--- config.mk ---
export PLATFORM = sky130hd
export DESIGN_NAME = fetch_stage
export DESIGN_NICKNAME = d
export VERILOG_FILES = /design/src/rtl/fetch_stage.sv
export SDC_FILE = /design/constraint.sdc
export NUM_CORES = 1
export LEC_CHECK = 0
export CAP_MARGIN = 5
export CORE_MARGIN = 2
export CORE_UTILIZATION = 55
export CTS_CLUSTER_SIZE = 12
export DETAILED_ROUTE_END_ITERATION = 10
export PLACE_DENSITY = 0.9
export SYNTH_ARGS = -nofsm -noshare
export SYNTH_HDL_FRONTEND = slang
export SYNTH_SLANG_ARGS = --single-unit
--- constraint.sdc ---
create_clock -name clk -period 8.3 [get_ports clk]
set_input_delay 0.83 -clock clk [delete_from_list [all_inputs] [get_ports clk]]
set_output_delay 0.83 -clock clk [all_outputs]
set_load 0.05 [all_outputs]
--- src/rtl/fetch_stage.sv ---
// -----------------------------------------------------------------------------
// fetch_stage
//   Instruction fetch stage feeding the control unit. Holds the PC, issues one
//   word fetch at a time over a req/ready + rvalid handshake, and registers the
//   fetched word with its PC into the IF/ID register (if_inst[31:22] is the
//   10-bit instruction header). Handles decode stall and execute redirect.
//
//   Optional build macro FETCH_PERF_CNT_EN adds two saturating performance
//   counters: perf_fetched and perf_killed.
// -----------------------------------------------------------------------------
module fetch_stage #(
    parameter int unsigned       ADDR_W   = 32,
    parameter int unsigned       INST_W   = 32,
    parameter logic [ADDR_W-1:0] RESET_PC = '0
) (
    input  logic              clk,
    input  logic              rst,
    input  logic              stall,
    input  logic              branch_taken,
    input  logic [ADDR_W-1:0] branch_target,
    output logic              imem_req,
    output logic [ADDR_W-1:0] imem_addr,
    input  logic              imem_ready,
    input  logic              imem_rvalid,
    input  logic [INST_W-1:0] imem_rdata,
    output logic              if_valid,
    output logic [INST_W-1:0] if_inst,
    output logic [ADDR_W-1:0] if_pc
`ifdef FETCH_PERF_CNT_EN
    ,
    output logic [31:0]       perf_fetched,
    output logic [31:0]       perf_killed
`endif
);

    // REQ: request on the bus; WAIT: one fetch outstanding; HOLD: a response
    // arrived during a stall and is parked in the hold buffer.
    typedef enum logic [1:0] {
        S_REQ  = 2'd0,
        S_WAIT = 2'd1,
        S_HOLD = 2'd2
    } state_e;

    state_e              state_q, state_d;
    logic [ADDR_W-1:0]   pc_q, pc_d;
    logic                kill_q, kill_d;

    logic                if_valid_q, if_valid_d;
    logic [INST_W-1:0]   if_inst_q, if_inst_d;
    logic [ADDR_W-1:0]   if_pc_q, if_pc_d;

    logic                buf_valid_q, buf_valid_d;
    logic [INST_W-1:0]   buf_inst_q, buf_inst_d;
    logic [ADDR_W-1:0]   buf_pc_q, buf_pc_d;

    logic [ADDR_W-1:0]   pc_plus4;
    logic                redirect_kills;

    // Sequential PC increment; wraps naturally modulo 2^ADDR_W.
    assign pc_plus4 = pc_q + ADDR_W'(4);

    // A redirect must squash the in-flight fetch if one is outstanding after
    // this edge: either we are already waiting (and the response is not
    // arriving right now), or the memory accepts a request this very cycle.
    // A response landing in the same cycle as the redirect simply gets dropped,
    // so there is nothing left to kill.
    assign redirect_kills = ((state_q == S_WAIT) && !imem_rvalid) ||
                            ((state_q == S_REQ)  && imem_ready);

    // Next-state logic: FSM, PC, IF/ID register and hold buffer.
    always_comb begin
        // NOTE: every signal driven here gets a default first, so no path can
        // leave one unassigned and infer a latch.
        state_d     = state_q;
        pc_d        = pc_q;
        kill_d      = kill_q;
        if_valid_d  = if_valid_q;
        if_inst_d   = if_inst_q;
        if_pc_d     = if_pc_q;
        buf_valid_d = buf_valid_q;
        buf_inst_d  = buf_inst_q;
        buf_pc_d    = buf_pc_q;

        // With stall low, decode consumes the word currently in IF/ID.
        if (!stall) begin
            if_valid_d = 1'b0;
        end

        if (branch_taken) begin
            pc_d        = branch_target;
            if_valid_d  = 1'b0;
            buf_valid_d = 1'b0;
            if (redirect_kills) begin
                kill_d  = 1'b1;
                state_d = S_WAIT;
            end else begin
                kill_d  = 1'b0;
                state_d = S_REQ;
            end
        end else begin
            unique case (state_q)
                S_REQ: begin
                    if (imem_ready) begin
                        state_d = S_WAIT;
                    end
                end
                S_WAIT: begin
                    if (imem_rvalid) begin
                        state_d = S_REQ;
                        if (kill_q) begin
                            // Stale response from before a redirect; pc
                            // already holds the redirect target.
                            kill_d = 1'b0;
                        end else if (!stall) begin
                            if_valid_d = 1'b1;
                            if_inst_d  = imem_rdata;
                            if_pc_d    = pc_q;
                            pc_d       = pc_plus4;
                        end else begin
                            buf_valid_d = 1'b1;
                            buf_inst_d  = imem_rdata;
                            buf_pc_d    = pc_q;
                            pc_d        = pc_plus4;
                            state_d     = S_HOLD;
                        end
                    end
                end
                S_HOLD: begin
                    if (!stall) begin
                        if_valid_d  = 1'b1;
                        if_inst_d   = buf_inst_q;
                        if_pc_d     = buf_pc_q;
                        buf_valid_d = 1'b0;
                        state_d     = S_REQ;
                    end
                end
                default: begin
                    state_d = S_REQ;
                end
            endcase
        end
    end

    // State register for the FSM, PC, IF/ID register and hold buffer.
    always_ff @(posedge clk or posedge rst) begin
        if (rst) begin
            // NOTE: sequential state uses non-blocking assignments so every
            // register samples the pre-edge values, independent of block order.
            state_q     <= S_REQ;
            pc_q        <= RESET_PC;
            kill_q      <= 1'b0;
            if_valid_q  <= 1'b0;
            if_inst_q   <= '0;
            if_pc_q     <= '0;
            buf_valid_q <= 1'b0;
            // NOTE: the buffer payload is qualified by buf_valid_q, so clearing
            // it is not needed for correctness; it is reset anyway so the
            // whole stage powers up in a known state.
            buf_inst_q  <= '0;
            buf_pc_q    <= '0;
        end else begin
            state_q     <= state_d;
            pc_q        <= pc_d;
            kill_q      <= kill_d;
            if_valid_q  <= if_valid_d;
            if_inst_q   <= if_inst_d;
            if_pc_q     <= if_pc_d;
            buf_valid_q <= buf_valid_d;
            buf_inst_q  <= buf_inst_d;
            buf_pc_q    <= buf_pc_d;
        end
    end

    // Memory request is suppressed while reset is asserted.
    assign imem_req  = (state_q == S_REQ) && !rst;
    assign imem_addr = pc_q;

    assign if_valid  = if_valid_q;
    assign if_inst   = if_inst_q;
    assign if_pc     = if_pc_q;

`ifdef FETCH_PERF_CNT_EN
    logic        fetch_evt;
    logic        kill_evt;
    logic [31:0] perf_fetched_q;
    logic [31:0] perf_killed_q;

    // A response is fetched when it lands in IF/ID or the hold buffer; it is
    // killed when discarded, or when a redirect throws away a live word.
    assign fetch_evt = !branch_taken && (state_q == S_WAIT) && imem_rvalid && !kill_q;
    assign kill_evt  = ((state_q == S_WAIT) && imem_rvalid && (kill_q || branch_taken)) ||
                       (branch_taken && (if_valid_q || buf_valid_q));

    // Saturating event counters.
    always_ff @(posedge clk or posedge rst) begin
        if (rst) begin
            perf_fetched_q <= '0;
            perf_killed_q  <= '0;
        end else begin
            if (fetch_evt && (perf_fetched_q != '1)) begin
                perf_fetched_q <= perf_fetched_q + 32'd1;
            end
            if (kill_evt && (perf_killed_q != '1)) begin
                perf_killed_q <= perf_killed_q + 32'd1;
            end
        end
    end

    assign perf_fetched = perf_fetched_q;
    assign perf_killed  = perf_killed_q;
`else
    // Performance counters not built: no extra ports or state.
`endif

    // A response may only arrive while a fetch is outstanding.
    a_rvalid_in_wait: assert property (
        @(posedge clk) disable iff (rst) imem_rvalid |-> (state_q == S_WAIT)
    );

endmodule
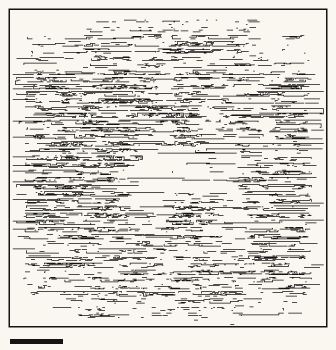
(M1 wires)
Scale bar: 20 um.
nets with wire on the layer: 786
wire length on this layer: 7600 um
share of all routed wire: 42%
Routed Wire Length: 18.1 mm
GR Util met1: 33.4%
vias: 5708

==> impl_metrics.tcl <==
# yosys + openroad results
set metrics [dict create \
    grt_pass1_wl_mm 29.5 \
    drtIter0Drc 382 \
    ant_nets 0 \
    ys_cells 667 \
    clkLatencyLatePin_ns 0.43 \
    antenna_found_initial 0 \
    cts_root_buffer "clkbuf_16" \
    final_min_period_over_clock_period_pct 37.6 \
    arrival_ns 2.29 \
    worstHoldPathType "reg2reg" \
    antenna_cells 0 \
    end_kind "output port" \
    ys_area_mm2 0.00744 \
    hold_violations 0 \
    synthFlopType "dfrtp_1" \
    dpl.hpwl_mm 12.1 \
    drc 0 \
    path_max_fanout 2 \
    reg2reg_to "buf_inst_q[1]$_DFFE_PP0P_" \
    nNetsFinal 892 \
    regArea_mm2 0.00410 \
    timing.hold.ws_ns 0.494 \
    grt_max_degree 95 \
    core-area_mm2 0.0132 \
    hold_buffers 0 \
    floorplan.nets 742 \
    dr.pass1.iters 7 \
    timing.fmax_ghz 0.321 \
    rsz0062_at_grt "false" \
    fin_area_mm2 0.00984 \
    required_ns 7.47 \
    area_growth_pct 32.2 \
    syn-cell-area_mm2 0.00744 \
    vias_per_cell 5.67 \
    hold_start "buf_pc_q[23]$_DFFE_PP0P_" \
    async_flop_share_pct 100 \
    grt_overflow 0 \
    fin_setup_tns_ns 0 \
    path_clk_slew_ns 0.06 \
    synth_flops 164 \
    multiInputGateArea_mm2 0.00314 \
    finalClockSkew_ns 0.00735 \
    ys_seq_share_pct 55.1 \
    relSlewSlack_pct 36.3 \
    synth_cells 667 \
    synth_area_per_cell_um2 11.2 \
    initial_core_util_pct 56.2 \
    pin_count 168 \
    ys_warn_count 0 \
    tritoncts "yes" \
    r2r-start "state_q[1]$_DFFE_PP0P_" \
    warning_count 29 \
    outcome "complete, no violations" \
    cts_buffer_depth 2 \
    reg2reg_setup_slack_ns 5.41 \
    leakage_nw 4.00 \
    drv_cap 0 \
    setup_viol 0 \
    crit_path_start_kind "input pin" \
    rows 42 \
    cts_buffers 17 \
    utilization_pct 74.3 \
    dpl_cell_area_mm2 0.00921 \
    die_height_um 120 \
    worstHoldEndpoint "buf_pc_q[23]$_DFFE_PP0P_" \
    die_w_um 120 \
    critPathCapture "imem_req" \
    min_period_ns 3.12 \
    wire_per_inst_um 18.0 \
]
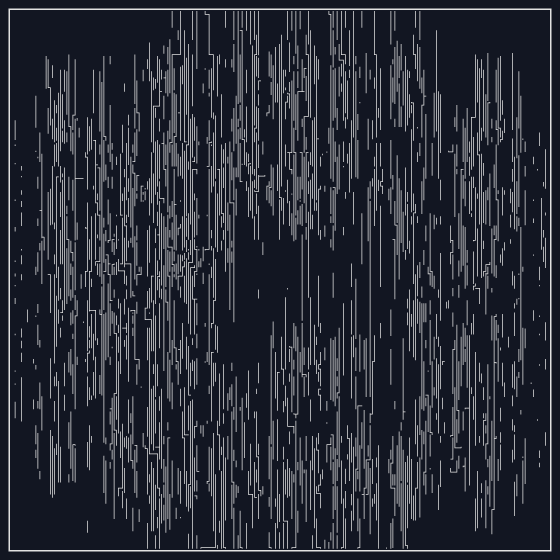
(metal 2)
main direction: vertical
share of all routed wire: 50%
wire length on this layer: 9020 um
longest straight run: 44.9 um
routing usage on met2: 42.5%

power breakdown:
part,switching [W],leakage [nW],internal (W),total [W]
Clock,0.000307,0.303,0.000526,0.000833
Combinational,0.00103,1.75,0.000599,0.00163
Sequential,0.000212,1.94,0.00113,0.00134
Total,0.00155,4.00,0.00226,0.00381
critical path, cell delays in order:
cell and delay (ns):
clkdlybuf4s50_1 0.48, nor2b_1 0.14, clkdlybuf4s50_1 0.83
logic make-up after synthesis:
| family | synth area share [%] |
|---|---|
| mux | 18.2 |
| simple gates | 12.2 |
| compound gates | 8.37 |
| flops | 55.1 |
| fa+ha+maj | 0.840 |
| xor+xnor | 2.24 |
| buf+inv | 3.03 |
layer usage:
metal	up-vias	routed length [um]	track usage [%]
li1	2642	-	-
met1	2841	7600	33.4
met2	191	9020	42.5
met3	34	1060	7.03
met4	0	396	10.2
met5	-	0	0
registers in the layout, indices dropped and copies added, names as in the netlist:
| signal | flops |
|---|---|
| buf_pc_q | 32 |
| if_inst | 32 |
| if_valid | 1 |
| buf_inst_q | 32 |
| state_q | 2 |
| kill_q | 1 |
| imem_addr | 32 |
| if_pc | 32 |
cell usage after synthesis, types with 2 or more instances:
| library cell | n | area share (%) |
|---|---|---|
| a21oi_1 | 68 | 4.6 |
| a221o_1 | 3 | 0.40 |
| a22oi_1 | 2 | 0.20 |
| a311oi_1 | 3 | 0.35 |
| and3_1 | 3 | 0.25 |
| and4_1 | 4 | 0.47 |
| buf_1 | 10 | 0.50 |
| buf_2 | 3 | 0.20 |
| buf_6 | 3 | 0.45 |
| clkbuf_1 | 23 | 1.2 |
| dfrtp_1 | 164 | 55 |
| ha_1 | 5 | 0.84 |
| inv_1 | 11 | 0.55 |
| mux2_2 | 61 | 9.2 |
| mux2i_1 | 67 | 9.0 |
| nand2_1 | 47 | 2.4 |
| nand2b_1 | 2 | 0.17 |
| nand3_1 | 16 | 1.1 |
| nand4_1 | 7 | 0.59 |
| nor2_1 | 75 | 3.8 |
| nor2b_1 | 3 | 0.25 |
| nor3_1 | 10 | 0.67 |
| o21ai_0 | 31 | 2.1 |
| o31ai_1 | 2 | 0.20 |
| or4_1 | 2 | 0.20 |
| xnor2_1 | 12 | 1.4 |
| xor2_1 | 7 | 0.82 |
through the flow:
step           cells  power [W]  worst slack (ns)
3_5_place_dp     974    0.00298              4.77
5_1_grt         1006    0.00399              5.08
3_3_place_gp     974    0.00290              4.80
4_1_cts         1006    0.00382              5.17
6_report        1006    0.00381              5.18
2_1_floorplan    667    0.00242              3.04
area by class of cell:
cell class | count | share of cell area (%)
clock buffers | 23 | 4.86
well taps | 176 | 2.24
inverters | 12 | 0.509
multi-input cells | 451 | 31.9
clock inverters | 9 | 1.53
repair buffers | 171 | 17.2
flip-flops and latches | 164 | 41.7
placed cells by master, fill, tap and decap left out, drive strengths merged, types with 8 or more instances in the layout:
master and instances:
mux2i 67, xnor2 12, nand4 8, nor3 11, inv 12, dfrtp 164
clkbuf 23, nor2 75, nand2 47, a21oi 68, nand3 16, mux2 61
clkdlybuf4s50 166, o21ai 31
Power figures rest on the tool's default switching activity, not on a simulated workload.
